`src/rtl/dm_responder.sv`:
```
// Data-memory responder: 1-cycle reads, buffered writes absorbed into a FIFO that
// drains into a single-port synchronous SRAM when the port and the pipeline allow.
module dm_responder #(
  parameter int AW       = 16,
  parameter int DW       = 16,
  parameter int WB_DEPTH = 4
) (
  input  logic          clk,
  input  logic          rst_n,
  input  logic [AW-1:0] addr,
  input  logic          re,
  input  logic          we,
  input  logic [DW-1:0] wrt_data,
  output logic [DW-1:0] rd_data,
  output logic          rd_valid,
  output logic          stall,
  input  logic          flush,
  output logic          wb_empty,
  output logic          mem_en,
  output logic          mem_we,
  output logic [AW-1:0] mem_addr,
  output logic [DW-1:0] mem_wdata,
  input  logic [DW-1:0] mem_rdata
);

  localparam int PW = $clog2(WB_DEPTH);

  logic [AW-1:0] wb_addr_q [WB_DEPTH];
  logic [DW-1:0] wb_data_q [WB_DEPTH];
  logic [PW-1:0] head_q, tail_q;
  logic [PW:0]   cnt_q;

  logic          full, rd_req, hit, miss_rd, enq, deq;
  logic [DW-1:0] fwd_data;
  logic          rd_valid_q, miss_pend_q;
  logic [DW-1:0] rd_data_q;

  assign full     = (cnt_q == (PW+1)'(WB_DEPTH));
  assign stall    = we & full;
  assign rd_req   = re & ~we;
  assign enq      = we & ~stall;
  assign wb_empty = (cnt_q == '0);

  // Request stage: scan oldest to youngest so the youngest matching entry wins.
  always_comb begin
    hit      = 1'b0;
    fwd_data = '0;
    for (int i = 0; i < WB_DEPTH; i++) begin
      if (((PW+1)'(i) < cnt_q) && (wb_addr_q[head_q + PW'(i)] == addr)) begin
        hit      = 1'b1;
        fwd_data = wb_data_q[head_q + PW'(i)];
      end
    end
  end

  assign miss_rd = rd_req & ~hit;
  // Without flush, drain only in request-free cycles or to free a slot for a held write.
  assign deq     = (cnt_q != '0) & ~miss_rd & (flush | stall | ~(re | we));

  always_comb begin
    mem_en    = 1'b0;
    mem_we    = 1'b0;
    mem_addr  = '0;
    mem_wdata = '0;
    if (miss_rd) begin
      mem_en   = 1'b1;
      mem_addr = addr;
    end else if (deq) begin
      mem_en    = 1'b1;
      mem_we    = 1'b1;
      mem_addr  = wb_addr_q[head_q];
      mem_wdata = wb_data_q[head_q];
    end
  end

  always_ff @(posedge clk) begin
    if (enq) begin
      wb_addr_q[tail_q] <= addr;
      wb_data_q[tail_q] <= wrt_data;
    end
  end

  always_ff @(posedge clk or negedge rst_n) begin
    if (!rst_n) begin
      head_q      <= '0;
      tail_q      <= '0;
      cnt_q       <= '0;
      rd_valid_q  <= 1'b0;
      miss_pend_q <= 1'b0;
      rd_data_q   <= '0;
    end else begin
      if (enq) tail_q <= tail_q + 1'b1;
      if (deq) head_q <= head_q + 1'b1;
      cnt_q       <= cnt_q + (PW+1)'(enq) - (PW+1)'(deq);
      rd_valid_q  <= rd_req;
      miss_pend_q <= miss_rd;
      if (rd_req && hit)    rd_data_q <= fwd_data;
      else if (miss_pend_q) rd_data_q <= mem_rdata;
    end
  end

  // Response stage: a miss returns SRAM data straight through, then it is held.
  assign rd_data  = miss_pend_q ? mem_rdata : rd_data_q;
  assign rd_valid = rd_valid_q;

endmodule

```
`config.mk`:
```
export PLATFORM = sky130hd
export DESIGN_NAME = dm_responder
export DESIGN_NICKNAME = d
export VERILOG_FILES = /design/src/rtl/dm_responder.sv
export SDC_FILE = /design/constraint.sdc
export NUM_CORES = 1
export LEC_CHECK = 0
export ABC_AREA = 0
export CORE_ASPECT_RATIO = 0.6
export CORE_MARGIN = 2
export CORE_UTILIZATION = 40
export CTS_CLUSTER_SIZE = 20
export DETAILED_ROUTE_END_ITERATION = 10
export GPL_TIMING_DRIVEN = 0
export HOLD_SLACK_MARGIN = 0.05
export PLACE_DENSITY = 0.66
export RECOVER_POWER = 100
export SETUP_SLACK_MARGIN = 0.5
export SYNTH_ARGS = -nofsm -noshare
export SYNTH_HDL_FRONTEND = slang
export SYNTH_SLANG_ARGS = --single-unit
```
`constraint.sdc`:
```
create_clock -name clk -period 5.18 [get_ports clk]
set_clock_uncertainty 0.15 [all_clocks]
set_input_delay 1.036 -clock clk [delete_from_list [all_inputs] [get_ports clk]]
set_output_delay 1.036 -clock clk [all_outputs]
set_load 0.01 [all_outputs]
```
**Run 1: placed standard cells**

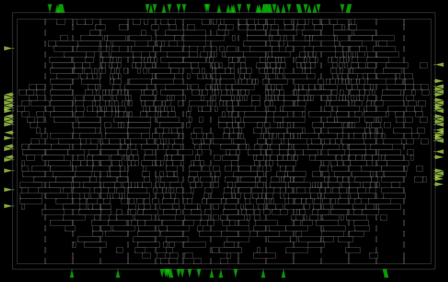
core area: 25300 um2
final core occ: 0.558
Seq/total area: 0.316
# fillers: 2162

**Run 1: drive-strength map**

Scale: 1.5 px per um.
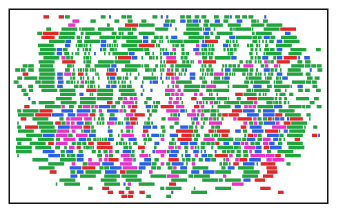
color	size	cells	share
green	drive 1 or less	773	67%
red	drive 6 and up	90	7.8%
magenta	drive 3 to 4	126	11%
blue	drive 2	160	14%
Synth-to-Final Area Change: 37.1%
post-route cell area: 14100 um2
Non-clk bufs: 271
setup ws final: 0.121 ns

**Run 1: wiring heat map**

Scale: 2 px per um. 21 x 13 tiles, from dark purple (low) to yellow (high), scaled to the fullest tile. Values are wire area over tile area, all layers added.
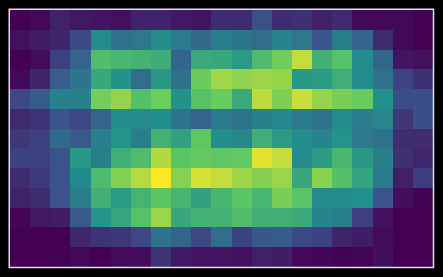
emptiest ninth of the die	bottom right
tiles over half the peak	34%
fullest tile	0.65
mean over tiles	0.25
nearly empty tiles	8.1%
Routed WL per cell: 26.6 um
overall routing resource usage: 0.293

**Run 1: PDN straps and rails**

Scale: 3 px per um. Pins as bars on the die edge.
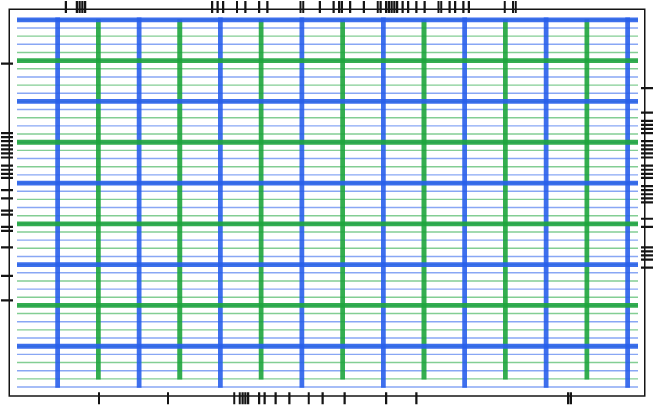
color	net
green	VDD
blue	VSS
met5 straps	9
rows	45
met1 rails	46
signal pins	106
met4 straps	15
Die X: 211 um
VDD IR max: 332 uV
die height: 128 um

==> metrics.cfg, run 1 <==
[timing]
fmax_mhz=198
rsz0062_at_grt=true
hold_viol_final=0
hold_ws_ns=0.428
max_slew_margin=-0.251
fin_crit_sh=0.977
finalSetupViolCount=0
fin_setup_tns_ns=0
slew_viol_final=114
worst_pin_slew_ns=1.88

[cells_and_area]
fin_nets=1198
most-common-layout-cells=edfxtp_1 (128), nor2_1 (76), buf_4 (71), nand2_1 (68), mux2i_1 (62)
final_cells=1478
dominant-cell-class=multi-input combinational cells
nonClkBufAreaFrac=0.174
logic_area_um2=6080
clk_share=0.0456
logic_gates=677
final_layout_size_suffix_gt1_frac=0.327
clockBufferCount=17
n_all_inverters=16
regArea_um2=4470
flops=153
combAreaFraction=0.430
largestRegisters=wb_addr_q: 64 flops, wb_data_q: 64 flops, rd_data_q: 16 flops
diodes=0
lay_top_count=edfxtp_1

[logic_synthesis]
synthAdderAreaFrac=0.0116
synthCells=923
synth-edff-count=128
top_cells_by_area=edfxtp_1 (37%), mux2i_1 (8.6%), mux2_2 (6.9%)
syn_area_um2=10300
top_cells_by_count=edfxtp_1 (128), mux2i_1 (89), nor2_1 (77)
yosys.area.top_type=edfxtp_1
synth_async_sr_flop_share=0.163
ys_sh_simple=0.129
synthDominantCellAreaShare=0.373
xor_area_frac=0.0526
ys.flops=153
most_common_cell=edfxtp_1
mux_share=0.213
ys_seq_frac=0.433
ys.warnings.count=0
ys_sh_aoi=0.115
topCombFamilyByArea=multiplexers
synthDistinctLibCells=73
ys_cells=923
yosys_most_used_dff=edfxtp_1
ys_area_um2=10300
fp_nets=985
postSynthAreaPerCell_um2=11.2

[place]
place_area_um2=11900
numPortBuffers=105
pre_cts_slack_ns=-1.25
gp_congestion=0.984
post-place-cells=1361

[die]
ioPinCount=106
rows=45
die_area_um2=27100
fp_util=0.407
taps=329

[worst_setup_path]
cp_data_required_time_ns=3.99
timing.rr.start=head_q[1]
crit_path_start_kind=flop
rr_endpoint=cnt_q[2]
setup.worst_path.start=head_q[1]
crit_top_cell=buf_12
slowest_delay_ns=0.44
crit_path_end=mem_wdata[3]
crit_buf_inv=8
arrival_ns=3.87
critPathMaxFanout=7
regToRegSetupSlack_ns=0.75
cp_num_cells=16
cp_cell_sequence=buf_12, buf_12, buf_12, buf_16, buf_4, mux2i_2, nor3_2, a211oi_1, nor4bb_4, and4_1, buf_6, or4_4, o21ai_4, buf_8, nor2b_2, dlygate4sd2_1
crit_slowest_cell=or4_4
worst-r2r-cell-count=21
end_kind=output pin
path_class=flop to output pin

[worst_hold_path]
worstHoldEndpoint=cnt_q[0]
hp-start=cnt_q[0]
holdPathStages=1
hold_path_class=flop to flop

[cts]
cts.clk_slew.worst_paths_ns=0.06
cts_root_buf=clkbuf_16
cts_made_buffers=17
cts_setup_buffers=53
clockBufferDepth=2
cts_tree=built
post_cts_resized=352
clock_sinks=153
clk_latency_ns=0.46
htree_num_levels=4

[grt]
antenna_found_initial=0
busiest_layer=met1
grt_pass1_wl_mm=56.8
grt_util_met1=0.453
grt_pass1_vias=8718
grt_overflow=0
use_met3=0.105
use_met2=0.374

[power_and_ir_drop]
p_sw_mw=3.46
power_frac_comb=0.613
power_frac_seq=0.218
p_leak_nw=5.34
power_density_nw_per_um2=581
internal-power_mw=4.76
power_combinational_mw=5.04
power_leader=combinational logic
pwr-share-clk=0.169
pg_seq_mw=1.79
netSwitchingFraction=0.421
power_mw=8.22
powerClk_mw=1.39

[detailed_routing]
vias=9215
drc_errors=0
wl_met3_mm=5.40
wl_met1_mm=18.2
ant_nets=0
routed-wl-met2_mm=15.0
via_per_inst=6.23
first_pass_iters=6
wirelength_mm=39.4
top_layer=met4

[job]
cap_violations=5
log.warning_count=32

[status]
status=complete, but fails checks
violations=capacitance limit, slew limit

==> run 2: changes to the inputs <==
Settings changed: SETUP_SLACK_MARGIN 0.5 to 0.02.
**Run 2: wiring heat map**

Scale: 2 px per um. 21 x 13 tiles, from dark purple (low) to yellow (high), scaled to the fullest tile. Values are wire area over tile area, all layers added.
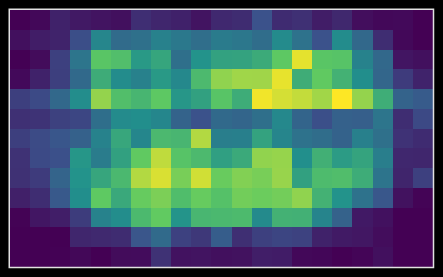
tiles over half the peak	33%
emptiest ninth of the die	bottom right
mean over tiles	0.24
densest ninth of the die	middle
fullest tile	0.65
Routed WL per cell: 27.0 um
final WL: 38.6 mm

==> run 2 against run 1 <==
The flow still finishes with violations (capacitance limit, slew limit); global-route usage fell by 0.50 points; flip-flop count unchanged; power is 6.2% lower; count of clock-buffer cells in the layout unchanged; first-iteration DRC count fell by 3.8%; combinational power is about 10% lower; worst hold slack worse by 0.0018 ns; non-clock buffer count decreased by 47; register-to-register slack improved by 0.03 ns; critical path type unchanged.
==> metrics.cfg, run 2 <==
[grt]
use_met2=0.363  ; -0.0110
grtUsageTotal=0.288  ; -0.00497
antenna_found_initial=0  ; unchanged
busiest_layer=met1
grt_pass1_wl_mm=56.0  ; -1.5%

[power_and_ir_drop]
p_leak_nw=5.01  ; -6.3%
power_leader=combinational logic
power_mw=7.71  ; -6.2%
power_combinational_mw=4.53  ; -10%
power_frac_seq=0.232  ; +0.014
p_sw_mw=3.33  ; -3.9%
power_frac_comb=0.588  ; -0.025

[detailed_routing]
ant_nets=0  ; unchanged
vias=9093  ; -1.3%
top_layer=met4
routed-wl-met2_mm=14.6  ; -2.8%
via_per_inst=6.35  ; +1.9%
wl_met1_mm=17.9  ; -1.4%
wl_met3_mm=5.37  ; -0.46%
drc_errors=0  ; unchanged

[logic_synthesis]
ys_sh_aoi=0.115  ; unchanged
synthDistinctLibCells=73  ; unchanged
topCombFamilyByArea=multiplexers
synthCells=923  ; unchanged
synth-edff-count=128  ; unchanged
ys_sh_simple=0.129  ; unchanged
synth_async_sr_flop_share=0.163  ; unchanged
syn_area_um2=10300  ; unchanged
top_cells_by_count=edfxtp_1 (128), mux2i_1 (89), nor2_1 (77)
most_common_cell=edfxtp_1
fp_nets=985  ; unchanged
xor_area_frac=0.0526  ; unchanged
ys.flops=153  ; unchanged
synthDominantCellAreaShare=0.373  ; unchanged
yosys.area.top_type=edfxtp_1

[cells_and_area]
seq_share=0.335  ; +0.0187
logic_area_um2=5830  ; -4.1%
clk_share=0.0484  ; +0.00271
fin_util=0.527  ; -0.0313
logic_gates=677  ; unchanged
design_area_um2=13400  ; -5.6%
flops=153  ; unchanged
final_layout_size_suffix_gt1_frac=0.281  ; -0.0459
fill_cells=2238  ; +3.5%
fin_nets=1151  ; -3.9%
lay_top_count=edfxtp_1
final_cells=1431  ; -3.2%
diodes=0  ; unchanged

[die]
taps=329  ; unchanged
core-area_um2=25300  ; unchanged
die_width_um=211  ; unchanged
ioPinCount=106  ; unchanged
die_h_um=128  ; unchanged

[place]
post-place-cells=1361  ; unchanged
numPortBuffers=105  ; unchanged

[worst_setup_path]
crit_path_start_kind=flop
rr_endpoint=cnt_q[2]
arrival_ns=3.91  ; +0.04 ns
regToRegSetupSlack_ns=0.78  ; +0.03 ns
crit_slowest_cell=mux4_2
end_kind=output pin
cp_data_required_time_ns=3.99  ; about the same

[worst_hold_path]
hold_path_class=flop to flop
worstHoldEndpoint=cnt_q[0]
hp-start=cnt_q[0]

[timing]
fin_crit_sh=0.983  ; +0.00689
rsz0062_at_grt=true
max_slew_margin=-0.265  ; -0.0140
slew_viol_final=114  ; unchanged
hold_ws_ns=0.427  ; -0.00175 ns
finalSetupViolCount=0  ; unchanged
hold_viol_final=0  ; unchanged
setup_ws_ns=0.0856  ; -0.0357 ns

[cts]
clock_sinks=153  ; unchanged
cts_made_buffers=17  ; unchanged

[job]
cap_violations=5  ; unchanged
log.warning_count=31  ; -3.1%

[status]
status=complete, but fails checks
violations=capacitance limit, slew limit

**Run 2: drive-strength map**

Scale: 1.5 px per um.
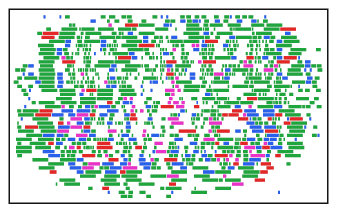
color	size	cells	share
magenta	drive 3 to 4	70	6.4%
red	drive 6 and up	60	5.4%
blue	drive 2	180	16%
green	drive 1 or less	792	72%

No activity file was given, so power comes from the tool's default toggle rates.
